### src/rtl/controller.sv
// Sequencer for a minimal accumulator CPU. Every instruction walks through
// eight states (address, fetch, load, idle, operand address, operand fetch,
// ALU, store). The control strobes are a Moore decode of the current state,
// qualified by the opcode and the accumulator-zero flag. An HLT opcode parks
// the machine in HALTED, which only reset can leave.
module controller #(
    parameter int OPC_W = 3
) (
    input  logic             clk,
    input  logic             rst_n,
    input  logic [OPC_W-1:0] opcode,
    input  logic             zero,
    output logic             sel,
    output logic             rd,
    output logic             ld_ir,
    output logic             inc_pc,
    output logic             ld_pc,
    output logic             ld_ac,
    output logic             wr,
    output logic             data_e,
    output logic             halt
);

    localparam logic [OPC_W-1:0] OP_HLT = 3'd0;
    localparam logic [OPC_W-1:0] OP_SKZ = 3'd1;
    localparam logic [OPC_W-1:0] OP_ADD = 3'd2;
    localparam logic [OPC_W-1:0] OP_AND = 3'd3;
    localparam logic [OPC_W-1:0] OP_XOR = 3'd4;
    localparam logic [OPC_W-1:0] OP_LDA = 3'd5;
    localparam logic [OPC_W-1:0] OP_STO = 3'd6;
    localparam logic [OPC_W-1:0] OP_JMP = 3'd7;

    typedef enum logic [3:0] {
        INST_ADDR  = 4'd0,
        INST_FETCH = 4'd1,
        INST_LOAD  = 4'd2,
        IDLE       = 4'd3,
        OP_ADDR    = 4'd4,
        OP_FETCH   = 4'd5,
        ALU_OP     = 4'd6,
        STORE      = 4'd7,
        HALTED     = 4'd8
    } state_t;

    state_t state_r;

    logic alu_op_s;
    logic is_hlt_s;
    logic is_skz_s;
    logic is_sto_s;
    logic is_jmp_s;

    // Opcode classification shared by the output decode and the halt branch.
    always_comb begin
        alu_op_s = (opcode == OP_ADD) || (opcode == OP_AND) ||
                   (opcode == OP_XOR) || (opcode == OP_LDA);
        is_hlt_s = (opcode == OP_HLT);
        is_skz_s = (opcode == OP_SKZ);
        is_sto_s = (opcode == OP_STO);
        is_jmp_s = (opcode == OP_JMP);
    end

    // State sequencer: fixed eight-step cycle, HLT diverts to the absorbing
    // HALTED state, and any corrupted encoding recovers to INST_ADDR.
    always_ff @(posedge clk or negedge rst_n) begin
        if (!rst_n) begin
            state_r <= INST_ADDR;
        end else begin
            case (state_r)
                INST_ADDR:  state_r <= INST_FETCH;
                INST_FETCH: state_r <= INST_LOAD;
                INST_LOAD:  state_r <= IDLE;
                IDLE:       state_r <= OP_ADDR;
                OP_ADDR:    state_r <= is_hlt_s ? HALTED : OP_FETCH;
                OP_FETCH:   state_r <= ALU_OP;
                ALU_OP:     state_r <= STORE;
                STORE:      state_r <= INST_ADDR;
                HALTED:     state_r <= HALTED;
                default:    state_r <= INST_ADDR;
            endcase
        end
    end

    // Moore decode of the control strobes. Because reset forces the state
    // register asynchronously, a write or jump in progress is cut off at once.
    always_comb begin
        sel    = 1'b0;
        rd     = 1'b0;
        ld_ir  = 1'b0;
        inc_pc = 1'b0;
        ld_pc  = 1'b0;
        ld_ac  = 1'b0;
        wr     = 1'b0;
        data_e = 1'b0;
        halt   = 1'b0;
        case (state_r)
            INST_ADDR: begin
                sel = 1'b1;
            end
            INST_FETCH: begin
                sel = 1'b1;
                rd  = 1'b1;
            end
            INST_LOAD, IDLE: begin
                sel   = 1'b1;
                rd    = 1'b1;
                ld_ir = 1'b1;
            end
            OP_ADDR: begin
                inc_pc = 1'b1;
                halt   = is_hlt_s;
            end
            OP_FETCH: begin
                rd = alu_op_s;
            end
            ALU_OP: begin
                rd     = alu_op_s;
                inc_pc = is_skz_s && zero;
                ld_pc  = is_jmp_s;
                data_e = is_sto_s;
            end
            STORE: begin
                rd     = alu_op_s;
                ld_ac  = alu_op_s;
                ld_pc  = is_jmp_s;
                wr     = is_sto_s;
                data_e = is_sto_s;
            end
            HALTED: begin
                sel  = 1'b1;
                halt = 1'b1;
            end
            default: begin
                sel = 1'b0;
            end
        endcase
    end

endmodule

### config.mk
export PLATFORM = sky130hd
export DESIGN_NAME = controller
export DESIGN_NICKNAME = d
export VERILOG_FILES = /design/src/rtl/controller.sv
export SDC_FILE = /design/constraint.sdc
export NUM_CORES = 1
export LEC_CHECK = 0
export CORE_AREA = 2 2 39 41
export CTS_CLUSTER_SIZE = 40
export DETAILED_ROUTE_END_ITERATION = 8
export DIE_AREA = 0 0 41 43
export PLACE_DENSITY = 0.55
export SETUP_SLACK_MARGIN = 0.1
export SYNTH_ARGS = -nofsm -noshare
export SYNTH_HDL_FRONTEND = slang
export SYNTH_SLANG_ARGS = --single-unit
### constraint.sdc
create_clock -name clk -period 2.2 [get_ports clk]
set_input_delay 0.44 -clock clk [delete_from_list [all_inputs] [get_ports clk]]
set_output_delay 0.44 -clock clk [all_outputs]
set_load 0.01 [all_outputs]
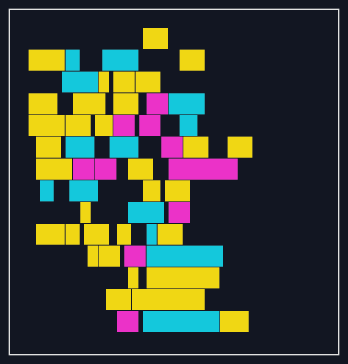
Run 1: drive-strength map
(8 px per µm)
[magenta] drive 3 to 4 | cells: 10 | most used: buf_4
[yellow] drive 1 or less | cells: 32 | most used: dlygate4sd2_1
[cyan] drive 2 | cells: 13 | most used: nor3_2

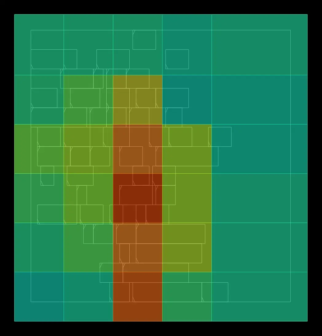
Run 1: track usage over the die
met3 routing resource usage after global routing: 3.66%
Core Util, Final: 40.4%
gr usage total: 13.1%

==> CHANGELOG.md, run 1 <==
## Implementation

- Yosys stat area: 367 µm²
- Highest-count cells in the layout ignoring fill and taps: 6 x sky130_fd_sc_hd__dlygate4sd2_1, 6 x sky130_fd_sc_hd__buf_4
- Layout clock buffer count: 3
- Final clock skew: 0.00677 ns
- Seq cells post-synth: 4
- Number of sequential cells in the layout: 4
- Worst slew pin tran: 0.375 ns
- Registers with the highest flip-flop counts: state_r (4)
- Number of multi-input logic gates: 25
- Startpoint of the worst register-to-register path: state_r[3]$_DFF_PN0_
- Top power group: combinational logic
- Power drawn by the combinational cells: 313 µW
- Post-route design area: 559 µm²
- Clock network share of area: 4.03%
- Worst relative slew slack: 75.0%
- Area of the core: 1380 µm²
- Layout fillers: 139
- Count of unique library cells instantiated by Yosys: 22
- Cell chosen for the clock root: sky130_fd_sc_hd__clkbuf_4
- Fraction of cell area in non-clock buffers: 31.3%
- Vias per std cell: 4.82
- Yosys stat cell total: 36
- Yosys simple share: 32.8%
- Worst setup path startpoint: state_r[1]$_DFF_PN0_
- Horizontal extent of the die: 41 µm
- RSZ-0062 raised after global routing: false
- Fraction of standard cell area in multi-input logic: 40.7%
- Maximum root-to-sink buffer count: 2
- Power dissipated in sequential cells: 198 µW
- Fraction of area in registers: 18.3%
- Total power consumption of the routed design: 601 µW
- Final number of max-transition violations: 0
- Cell area after synthesis: 367 µm²
- Total die area: 1760 µm²
- Avg Cell Area, Syn: 10.2 µm²
- Endpoint of the most critical setup path: ld_ir
- Hold Slack: 0.397 ns
- Post-synthesis instance total: 36
- Number of flip-flops in the largest register: 4
- Quantity of gates resized following cts: 9
- Number of setup buffers added after CTS: 0
- Power share of the combinational group: 52.0%
- DRC: 0
- Total clock sinks: 4
- Warnings, synthesis: 0
- Sum of overflow across all layers after global routing: 0
- Biggest cell delay along the critical path: 0.56 ns
- Synthesized-area fraction occupied by ao, oa, aoi and oai cells: 21.8%
- Register-to-register setup slack: 1.15 ns
- Series of cell instances along the critical path: inv_2 -> nor3_1 -> clkdlybuf4s50_1
- Critical path endpoint category: output pin
- Placement Setup Slack: -0.180 ns
- Cycle use final: 89.2%
- Data required, critical path: 1.76 ns
- Clock transition at path regs: 0.04 ns
- Total count of hold-check failures in the final report: 0
- Router iterations before antenna repair: 2
- Area grow syn2layout: 52.6%
- Die Ht: 43 µm
- Register with the highest flop count: state_r
- Cell class ranked first by area: multi-input combinational cells
- Signal inverters: 3
- Drt wl/cell: 11.6 µm
- Setup ws final: 0.238 ns
- Kind of cell adding the most delay to the critical path: buffers and inverters
- Post-synthesis xor/xnor area fraction: 4.78%
- Placed Area: 527 µm²
- Total clock buffers created by CTS: 3
- Adder-cell share of the synthesized area: 0%
- Combinational cell area excluding buffers and inverters: 228 µm²
- Sequential share of the synthesized area: 27.3%
- Count of buffers inserted at the top-level ports: 14
- Via total after detailed routing: 342
- Maximum level of the CTS H-tree: 1
- Sequential fraction of design power: 32.9%
- Combined flip-flop and latch cell area: 103 µm²
- Mapped Nets: 42
- Cell Pwr Density: 1080 nW/µm²
- OpenROAD warning count: 27
- Number of ports placed on the die boundary: 15
- Part of the total power dissipated in the clock network: 15.1%
- Number of inserted diodes: 0
- Worst-path fanout max: 8
- Number of antenna violations at the first check in global routing: 0
- Max cap viols: 0
- Slowest cell on crit path: sky130_fd_sc_hd__clkdlybuf4s50_1
- VDD IR max: 0.519 mV
- Layout cells sized above 1: 41.8%
- Run status: completed
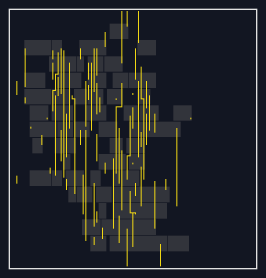
Run 1: M2 wires
(6 px per µm)
longest straight run: 21.1 µm
nets with wire on the layer: 53

==> run 1: metal layers <==
metal	routed length (µm)	GRT usage, %
met1	327	13.4
met2	397	18.1
met3	51	3.66
met4	45	16.0
met5	0	0
==> run 1: Yosys cell counts, drive strengths merged <==
master | count | area share (%)
buf | 4 | 10
dfrtp | 4 | 27
nor3 | 4 | 6.8
a211oi | 3 | 8.9
a31o | 3 | 7.2
inv | 3 | 3.1
nor2 | 3 | 3.8
nor4 | 2 | 6.8
xnor2 | 2 | 4.8
a21oi | 1 | 1.4
a311oi | 1 | 2.4
nand2b | 1 | 1.7
nand4b | 1 | 2.4
nand4bb | 1 | 3.1
nor2b | 1 | 1.7
nor4b | 1 | 6.5
o21a | 1 | 2.0
==> inputs of run 2 (changes only) <==
clock period = 2.45 ns   (was 2.2 ns; I/O delays follow)
==> run 2 against run 1 <==
Hold slack better by 0.058 ns. Die area stayed put. Sequential cell count did not move. Synthesized cell count unchanged. Clock skew shrank 0.0047 ns. Wire length down 5.8%. Total power shrank 14%. Via count decreased by 2.3%. Critical path type is now in -> out. Highest routed layer is now met3.
==> CHANGELOG.md, run 2 <==
## Implementation

- Run status: completed
- Fraction of standard cell area in multi-input logic: 42.1%
- Number of multi-input logic gates: 25
- Post-synth EDFFs: 0
- Total die area: 1760 µm²
- Vias per std cell: 4.91
- Biggest cell delay along the critical path: 0.50 ns
- Worst setup path startpoint: opcode[1]
- DRC: 0
- Cell class ranked first by area: multi-input combinational cells
- Most frequent cells after synthesis: 4 x sky130_fd_sc_hd__dfrtp_1, 3 x sky130_fd_sc_hd__a31o_1, 3 x sky130_fd_sc_hd__nor3_1
- Dominant cell area share: 27.3%
- Power drawn by the combinational cells: 259 µW
- Total power consumption of the routed design: 520 µW
- Total count of hold-check failures in the final report: 0
- Sequential share of the synthesized area: 27.3%
- Number of setup buffers added after CTS: 0
- Number of ports placed on the die boundary: 15
- Layout cells sized above 1: 26.9%
- Router iterations before antenna repair: 4
- Register with the highest flop count: state_r
- VDD IR max: 0.479 mV
- Number of inserted diodes: 0
- Layout clock buffer count: 3
- Cell types occupying the most area after synthesis: sky130_fd_sc_hd__dfrtp_1 27%, sky130_fd_sc_hd__a31o_1 7.2%, sky130_fd_sc_hd__a211oi_2 6.8%
- Combinational cell area excluding buffers and inverters: 224 µm²
- Core Util, Final: 38.4%
- Layout fillers: 149
- Hpwl dp: 551 µm
- Number of antenna violations at the first check in global routing: 0
- Series of cell instances along the critical path: clkdlybuf4s50_1 -> nand4bb_1 -> a211oi_1 -> dlygate4sd2_1
- RSZ-0062 raised after global routing: false
- Yosys stat cell total: 36
- Highest-count cells in the layout ignoring fill and taps: 7 x sky130_fd_sc_hd__clkdlybuf4s50_1, 7 x sky130_fd_sc_hd__dlygate4sd2_1, 4 x sky130_fd_sc_hd__dfrtp_1
- Via total after detailed routing: 334
- Number of flip-flops in the largest register: 4
- Placement Setup Slack: -0.0491 ns
- Fraction of cell area in non-clock buffers: 28.9%
- Tightest Hold Check Type: in -> async
- Most frequent cell after synthesis: sky130_fd_sc_hd__dfrtp_1
- Endpoint of the most critical setup path: inc_pc
- Sequential fraction of design power: 34.9%
- Worst slew pin tran: 0.393 ns
- Register-to-register setup slack: 1.38 ns
- Count of buffers inserted at the top-level ports: 14
- Registers with the highest flip-flop counts: state_r (4)
- Area grow syn2layout: 45.1%
- Post-synthesis async set-or-reset flop share: 100%
- Post-synthesis instance total: 36
- Cell chosen for the clock root: sky130_fd_sc_hd__clkbuf_4
- Final number of max-transition violations: 0
- Combined flip-flop and latch cell area: 100 µm²
- Clock transition at path regs: 0.04 ns
- Mapped Nets: 42
- Worst relative slew slack: 73.8%
- Cell area after synthesis: 367 µm²
- Final clock skew: 0.00203 ns
- Post-route design area: 532 µm²
- OpenROAD warning count: 26
- Hold Slack: 0.456 ns
- Sum of overflow across all layers after global routing: 0
- Yosys stat area: 367 µm²
- Count of unique library cells instantiated by Yosys: 22
- Data required, critical path: 1.96 ns
- Horizontal extent of the die: 41 µm
- Part of the total power dissipated in the clock network: 15.2%
- Kind of cell adding the most delay to the critical path: buffers and inverters
- Cycle use final: 91.2%
- Seq cells post-synth: 4
- Critical path endpoint category: output pin
- Max cap viols: 0
- Power share of the combinational group: 49.9%
- Predominant post-synthesis flop cell: sky130_fd_sc_hd__dfrtp_1
- Final Net Count: 60
- Gr usage total: 11.6%
- Area of the core: 1380 µm²
- Top power group: combinational logic
- Total clock buffers created by CTS: 3
- Worst-path fanout max: 4
- Total clock sinks: 4
- Maximum root-to-sink buffer count: 2
- Clock network share of area: 4.24%
- Slowest cell on crit path: sky130_fd_sc_hd__clkdlybuf4s50_1
- Maximum level of the CTS H-tree: 1
run 2: cell counts after synthesis:
No cell type changed its count.
run 2: cell families (layout without fill, tap and decap cells):
group,count (synthesis),in the layout,synth area share (%)
simple gates,14,14,32.8
compound gates,9,9,21.8
flops,4,4,27.3
buf+inv,7,23,13.3
xor+xnor,2,2,4.78
run 2: routing by layer:
metal | part of all wire, % | wire length (µm) | global-route usage (%) | up-vias
li1 | - | - | - | 166
met1 | 48 | 370 | 14.7 | 156
met2 | 47 | 360 | 16.3 | 12
met3 | 5.4 | 42 | 4.71 | 0
met4 | 0 | 0 | 6.00 | 0
met5 | 0 | 0 | 0 | -
run 2: timing repair:
action                                  4_1_cts  5_1_grt
endpoints found under the setup margin        7        0
hold buffers                                  0        0
gates resized                                 8        0
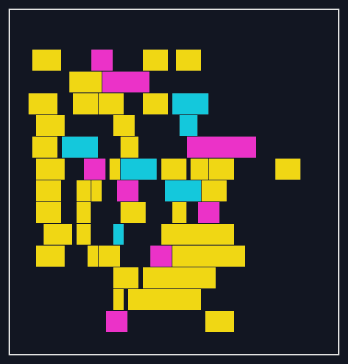
Run 2: drive-strength map
(8 px per µm)
[cyan] drive 2 | cells: 6
[magenta] drive 3 to 4 | cells: 8
[yellow] drive 1 or less | cells: 38

Power and IR drop assume default switching activity.
